`src/rtl/regfile_pkg.sv`:
```
// Shared constants and helpers for the forwarding register file and its busy scoreboard.
// Default geometry matches the datapath's original 8x8 register file.
package regfile_pkg;

   localparam int DATA_W_DEF = 8;
   localparam int ADDR_W_DEF = 3;

   function automatic int depth_of(input int addrW);
      return 1 << addrW;
   endfunction

endpackage

```
`src/rtl/regfile_scoreboard.sv`:
```
// Per-register busy bits set at issue and cleared at writeback, plus a registered
// count of outstanding producers that always matches the popcount of the busy vector.
import regfile_pkg::*;

module regfile_scoreboard #(
   parameter int ADDR_W = ADDR_W_DEF
) (
   input  logic              Clk,
   input  logic              Rst_n,
   input  logic              WEN,
   input  logic [ADDR_W-1:0] RW,
   input  logic              MEN,
   input  logic [ADDR_W-1:0] RM,
   input  logic [ADDR_W-1:0] RX,
   input  logic [ADDR_W-1:0] RY,
   output logic              busyX,
   output logic              busyY,
   output logic [ADDR_W:0]   pend_cnt
);

   localparam int DEPTH = depth_of(ADDR_W);

   logic [DEPTH-1:0] r_busy;
   logic [ADDR_W:0]  r_cnt;
   logic [DEPTH-1:0] w_busyNext;
   logic             w_markEff;
   logic             w_writeEff;
   logic             w_inc;
   logic             w_dec;

   // Mark is applied after the write so a same-index pair leaves the register busy.
   always_comb begin
      w_markEff  = MEN && (RM != '0);
      w_writeEff = WEN && (RW != '0);
      w_inc      = w_markEff && !r_busy[RM];
      w_dec      = w_writeEff && r_busy[RW] && !(w_markEff && (RM == RW));
      w_busyNext = r_busy;
      if (w_writeEff) begin
         w_busyNext[RW] = 1'b0;
      end
      if (w_markEff) begin
         w_busyNext[RM] = 1'b1;
      end
   end

   always_ff @(posedge Clk or negedge Rst_n) begin
      if (!Rst_n) begin
         r_busy <= '0;
         r_cnt  <= '0;
      end else begin
         r_busy <= w_busyNext;
         r_cnt  <= r_cnt + {{ADDR_W{1'b0}}, w_inc} - {{ADDR_W{1'b0}}, w_dec};
      end
   end

   // A writeback in flight to the read index retires the hazard in the same cycle.
   always_comb begin
      busyX = r_busy[RX] && !(WEN && (RW == RX) && (RX != '0));
      busyY = r_busy[RY] && !(WEN && (RW == RY) && (RY != '0));
   end

   assign pend_cnt = r_cnt;

endmodule

```
`src/rtl/regfile_sb.sv`:
```
// Two-read/one-write register file with write-through forwarding; register 0 reads zero.
// Busy tracking for issued destinations lives in regfile_scoreboard.
import regfile_pkg::*;

module regfile_sb #(
   parameter int DATA_W = DATA_W_DEF,
   parameter int ADDR_W = ADDR_W_DEF
) (
   input  logic              Clk,
   input  logic              Rst_n,
   input  logic              WEN,
   input  logic [ADDR_W-1:0] RW,
   input  logic [DATA_W-1:0] busW,
   input  logic              MEN,
   input  logic [ADDR_W-1:0] RM,
   input  logic [ADDR_W-1:0] RX,
   input  logic [ADDR_W-1:0] RY,
   output logic [DATA_W-1:0] busX,
   output logic [DATA_W-1:0] busY,
   output logic              busyX,
   output logic              busyY,
   output logic [ADDR_W:0]   pend_cnt
);

   localparam int DEPTH = depth_of(ADDR_W);

   logic [DATA_W-1:0] r_regs [DEPTH];
   logic              w_fwdX;
   logic              w_fwdY;

   always_ff @(posedge Clk or negedge Rst_n) begin
      if (!Rst_n) begin
         for (int i = 0; i < DEPTH; i++) begin
            r_regs[i] <= '0;
         end
      end else if (WEN && (RW != '0)) begin
         r_regs[RW] <= busW;
      end
   end

   // Forwarding is gated by reset so the read ports stay at zero while reset is held.
   always_comb begin
      w_fwdX = Rst_n && WEN && (RW != '0) && (RW == RX);
      w_fwdY = Rst_n && WEN && (RW != '0) && (RW == RY);
      busX   = (RX == '0) ? '0 : (w_fwdX ? busW : r_regs[RX]);
      busY   = (RY == '0) ? '0 : (w_fwdY ? busW : r_regs[RY]);
   end

   regfile_scoreboard #(
      .ADDR_W(ADDR_W)
   ) u_scoreboard (
      .Clk     (Clk),
      .Rst_n   (Rst_n),
      .WEN     (WEN),
      .RW      (RW),
      .MEN     (MEN),
      .RM      (RM),
      .RX      (RX),
      .RY      (RY),
      .busyX   (busyX),
      .busyY   (busyY),
      .pend_cnt(pend_cnt)
   );

endmodule

```
`config.mk`:
```
export PLATFORM = sky130hd
export DESIGN_NAME = regfile_sb
export DESIGN_NICKNAME = d
export VERILOG_FILES = /design/src/rtl/regfile_pkg.sv /design/src/rtl/regfile_scoreboard.sv /design/src/rtl/regfile_sb.sv
export SDC_FILE = /design/constraint.sdc
export NUM_CORES = 1
export LEC_CHECK = 0
export CORE_MARGIN = 2
export CORE_UTILIZATION = 32
export DETAILED_ROUTE_END_ITERATION = 6
export PLACE_DENSITY_LB_ADDON = 0.12
export SLEW_MARGIN = 10
export SYNTH_ARGS = -nofsm -noshare
export SYNTH_HDL_FRONTEND = slang
export SYNTH_SLANG_ARGS = --single-unit
export TNS_END_PERCENT = 100
```
`constraint.sdc`:
```
create_clock -name Clk -period 2.1 [get_ports Clk]
set_input_delay 0.42 -clock Clk [delete_from_list [all_inputs] [get_ports Clk]]
set_output_delay 0.42 -clock Clk [all_outputs]
set_load 0.05 [all_outputs]
```
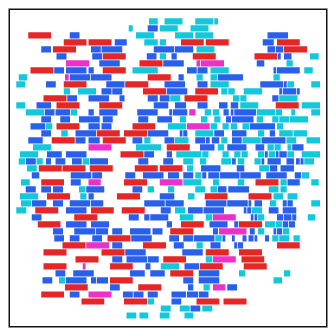
Run 1: cell classes on the final placement
Key: other buffers and delay cells = cyan [cells 154, share of their area 24%]; flip-flops = red [cells 76, share of their area 27%]; all other logic = blue [cells 242, share of their area 44%]; clock drivers and dummy loads = magenta [cells 16, share of their area 4.3%]

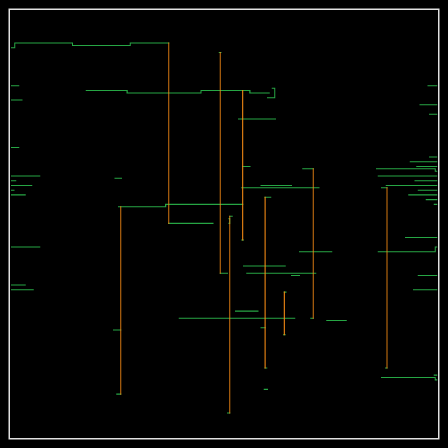
Run 1: metal layers overlaid
Two of the layers only.
Key: met3 = green [wire length 506 um]; met4 = orange [wire length 424 um]
Avg WL per Cell: 22.18 um
Vias: 3509
Tot GR Track Use: 0.2126

==> results_slide.txt, run 1 <==
Physical Implementation Snapshot

Outcome
  • Outcome: finished, violations left
  • Failing checks: setup timing

Final layout
  • Fin cells: 668
  • Seq. cell area: 1902 sq um
  • # fillers: 1144
  • Flop count: 76
  • Area grow syn2layout: 60.68%
  • Logic area: 3058 sq um
  • Max reg flops: 64
  • Clock buffers and inverters, area share: 0.04196
  • Final antenna diode count: 0
  • Logic inverters: 12
  • Top Layout Cells: 76 x dfrtp_1, 75 x buf_4, 57 x mux2_2
  • Final Util: 0.5240

Floorplan
  • Chip Area: 15060 sq um
  • Std cell rows: 43
  • Die height: 122.7 um
  • Ports: 46

Global routing
  • Grt ovf: 0
  • Met2 global-route usage: 0.3408
  • Vias in the first global route: 3846
  • GR peak layer: met2
  • First-pass GRT wire length: 22.83 mm
  • Met1 GRT Util: 0.2846

Pwr
  • Logic pwr share: 0.419
  • Sw frac: 0.3400
  • NetSw: 2.118 mW
  • Clock group: 1.62 mW
  • Reg power frac: 0.321
  • P_comb: 2.61 mW

Logic synthesis
  • Syn Area/Cell: 12.92 sq um
  • Top cell area share: 0.4218
  • YS warnings: 0
  • #FFs+latches synth: 76
  • Number of cells in Yosys stat: 349
  • Post-synth top cells: 76 x dfrtp_1, 57 x mux2_2, 37 x mux4_2, 20 x o21ai_0, 18 x nor2b_1
  • Simple-gate share of the synthesized area: 0.08324
  • Fraction of registers with async set/reset: 1.000
  • Top-count cell post-synth: dfrtp_1
  • FA/HA/MAJ Cells, Area Fraction: 0.01554
  • Complex Gates by Area: 0.08047
  • Top comb family, area: multiplexers
  • Distinct lib cells: 42
  • Syn nets: 378

Route
  • Residual DRC: 0
  • Met1 WL: 6.669 mm
  • DR vias/cell: 5.253
  • Met2 wire length: 7.215 mm

Final timing
  • Min Hold Slack: 0.1122 ns
  • Final worst setup slack: -0.2701 ns
  • Period utilisation layout: 1.129
  • Setup TNS: -4.210 ns
  • Unrepaired setup endpoints after global routing: true
  • Final setup fails: 21
  • Final Hold Fails: 0
  • Rel. slew slack: 0.5175

Worst setup path
  • Worst path required time: 1.68 ns
  • Setup crit end: busX[7]
  • Reg2Reg Setup Slack: -0.11 ns
  • Startpoint Class: input port
  • Critical path arrival: 1.95 ns
  • CP Capture Type: output pin
  • WP depth: 8
  • Worst R2R Start: u_scoreboard.r_busy[6]

Clock network
  • CTS Hold Buffers Added: 0
  • TritonCTS buffer count: 9
  • Root buf cell: clkbuf_16
  • Number of setup buffers added after CTS: 17

Placement
  • Worst slack, placed: -0.8291 ns
  • DP Cell Count: 629

Job
  • Tool warning count: 29
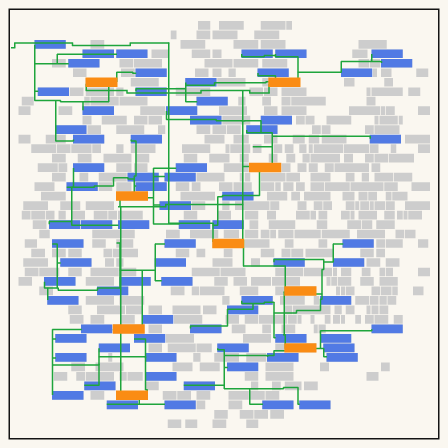
Run 1: clock network drawn from the DEF
Key: cells driving clock nets = orange [count 9]; flip-flops = blue [count 76]; clock wires = green [length 1240 um]
There are 10 routed clock nets.

==> inputs of run 2 (changes only) <==
==> constraint.sdc (replaced) <==
create_clock -name Clk -period 2 [get_ports Clk]
set_input_delay 0.4 -clock Clk [delete_from_list [all_inputs] [get_ports Clk]]
set_output_delay 0.4 -clock Clk [all_outputs]
set_load 0.05 [all_outputs]
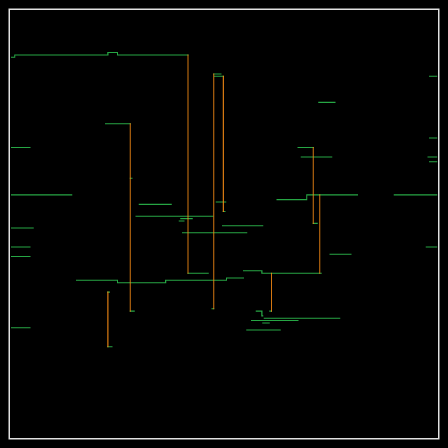
Run 2: metal layers overlaid
Two of the layers only.
Key: met3 = green [wire length 382 um]; met4 = orange [wire length 293 um]
Vias: 3442
Avg WL per Cell: 20.72 um
Tot GR Track Use: 0.1993
DRT Wirelength: 13.86 mm

==> run 2 against run 1 <==
Effect of this change: the run still ends with setup timing left; count of clock-buffer cells in the layout grew 1; clock power up 14%; critical path depth down 2; non-clock buffer count is 1 higher; synthesized cell count unchanged; power grew 5.0%; final cell count is 0.15% higher; cell area fell by 1.2%; first-iteration DRC count up 16%; combinational power hardly changed; synthesized area is the same; global-route usage decreased by 1.3 points; critical path type is now reg2out; largest power group unchanged.
==> results_slide.txt, run 2 <==
Physical Implementation Snapshot

Final timing
  • Min Hold Slack: 0.1060 ns (-0.006192 ns)
  • Final worst setup slack: -0.2907 ns (-0.02054 ns)
  • Final setup fails: 21 (unchanged)
  • Unrepaired setup endpoints after global routing: true
  • Rel. slew slack: 0.5796 (+0.06205)

Placement
  • Worst slack, placed: -0.9681 ns (-0.1390 ns)
  • DP Cell Count: 637 (+1.3%)

Final layout
  • Flop count: 76 (unchanged)
  • Area grow syn2layout: 58.71%
  • Logic area: 3069 sq um (+0.37%)
  • Logic inverters: 12 (unchanged)
  • Final Util: 0.5176 (-0.006425)
  • # fillers: 1143 (-0.087%)
  • Fin cells: 669 (+0.15%)
  • Final antenna diode count: 0 (unchanged)
  • Clock buffers and inverters, area share: 0.04720 (+0.005241)
  • Top Layout Cells: 80 x buf_4, 76 x dfrtp_1, 57 x mux2_2

Outcome
  • Failing checks: setup timing
  • Outcome: finished, violations left

Pwr
  • Reg power frac: 0.320 (about the same)
  • P_comb: 2.60 mW (about the same)
  • Clock group: 1.84 mW (+14%)
  • Logic pwr share: 0.398 (-0.021)

Logic synthesis
  • Number of cells in Yosys stat: 349 (unchanged)
  • #FFs+latches synth: 76 (unchanged)
  • Post-synth top cells: 76 x dfrtp_1, 57 x mux2_2, 37 x mux4_2, 20 x o21ai_0, 18 x nor2b_1
  • Syn Area/Cell: 12.92 sq um (unchanged)
  • Simple-gate share of the synthesized area: 0.08324 (unchanged)
  • Complex Gates by Area: 0.08047 (unchanged)
  • Top comb family, area: multiplexers
  • Fraction of registers with async set/reset: 1.000 (unchanged)
  • Top-count cell post-synth: dfrtp_1
  • Top cell area share: 0.4218 (unchanged)

Route
  • Met1 WL: 5.881 mm (-12%)
  • DR vias/cell: 5.145 (-2.1%)
  • Met2 wire length: 7.303 mm (+1.2%)

Global routing
  • Vias in the first global route: 3687 (-4.1%)
  • GR peak layer: met2
  • Grt ovf: 0 (unchanged)
  • Met2 global-route usage: 0.3322 (-0.008633)
  • First-pass GRT wire length: 21.85 mm (-4.3%)

Clock network
  • CTS Hold Buffers Added: 0 (unchanged)
  • TritonCTS buffer count: 9 (unchanged)

Worst setup path
  • Startpoint Class: register
  • WP depth: 6 (-2)
  • Setup crit end: busyX
  • CP Capture Type: output pin

Floorplan
  • Chip Area: 15060 sq um (unchanged)
  • Die height: 122.7 um (unchanged)

Job
  • Tool warning count: 29 (unchanged)
Power figures rest on the tool's default switching activity, not on a simulated workload.
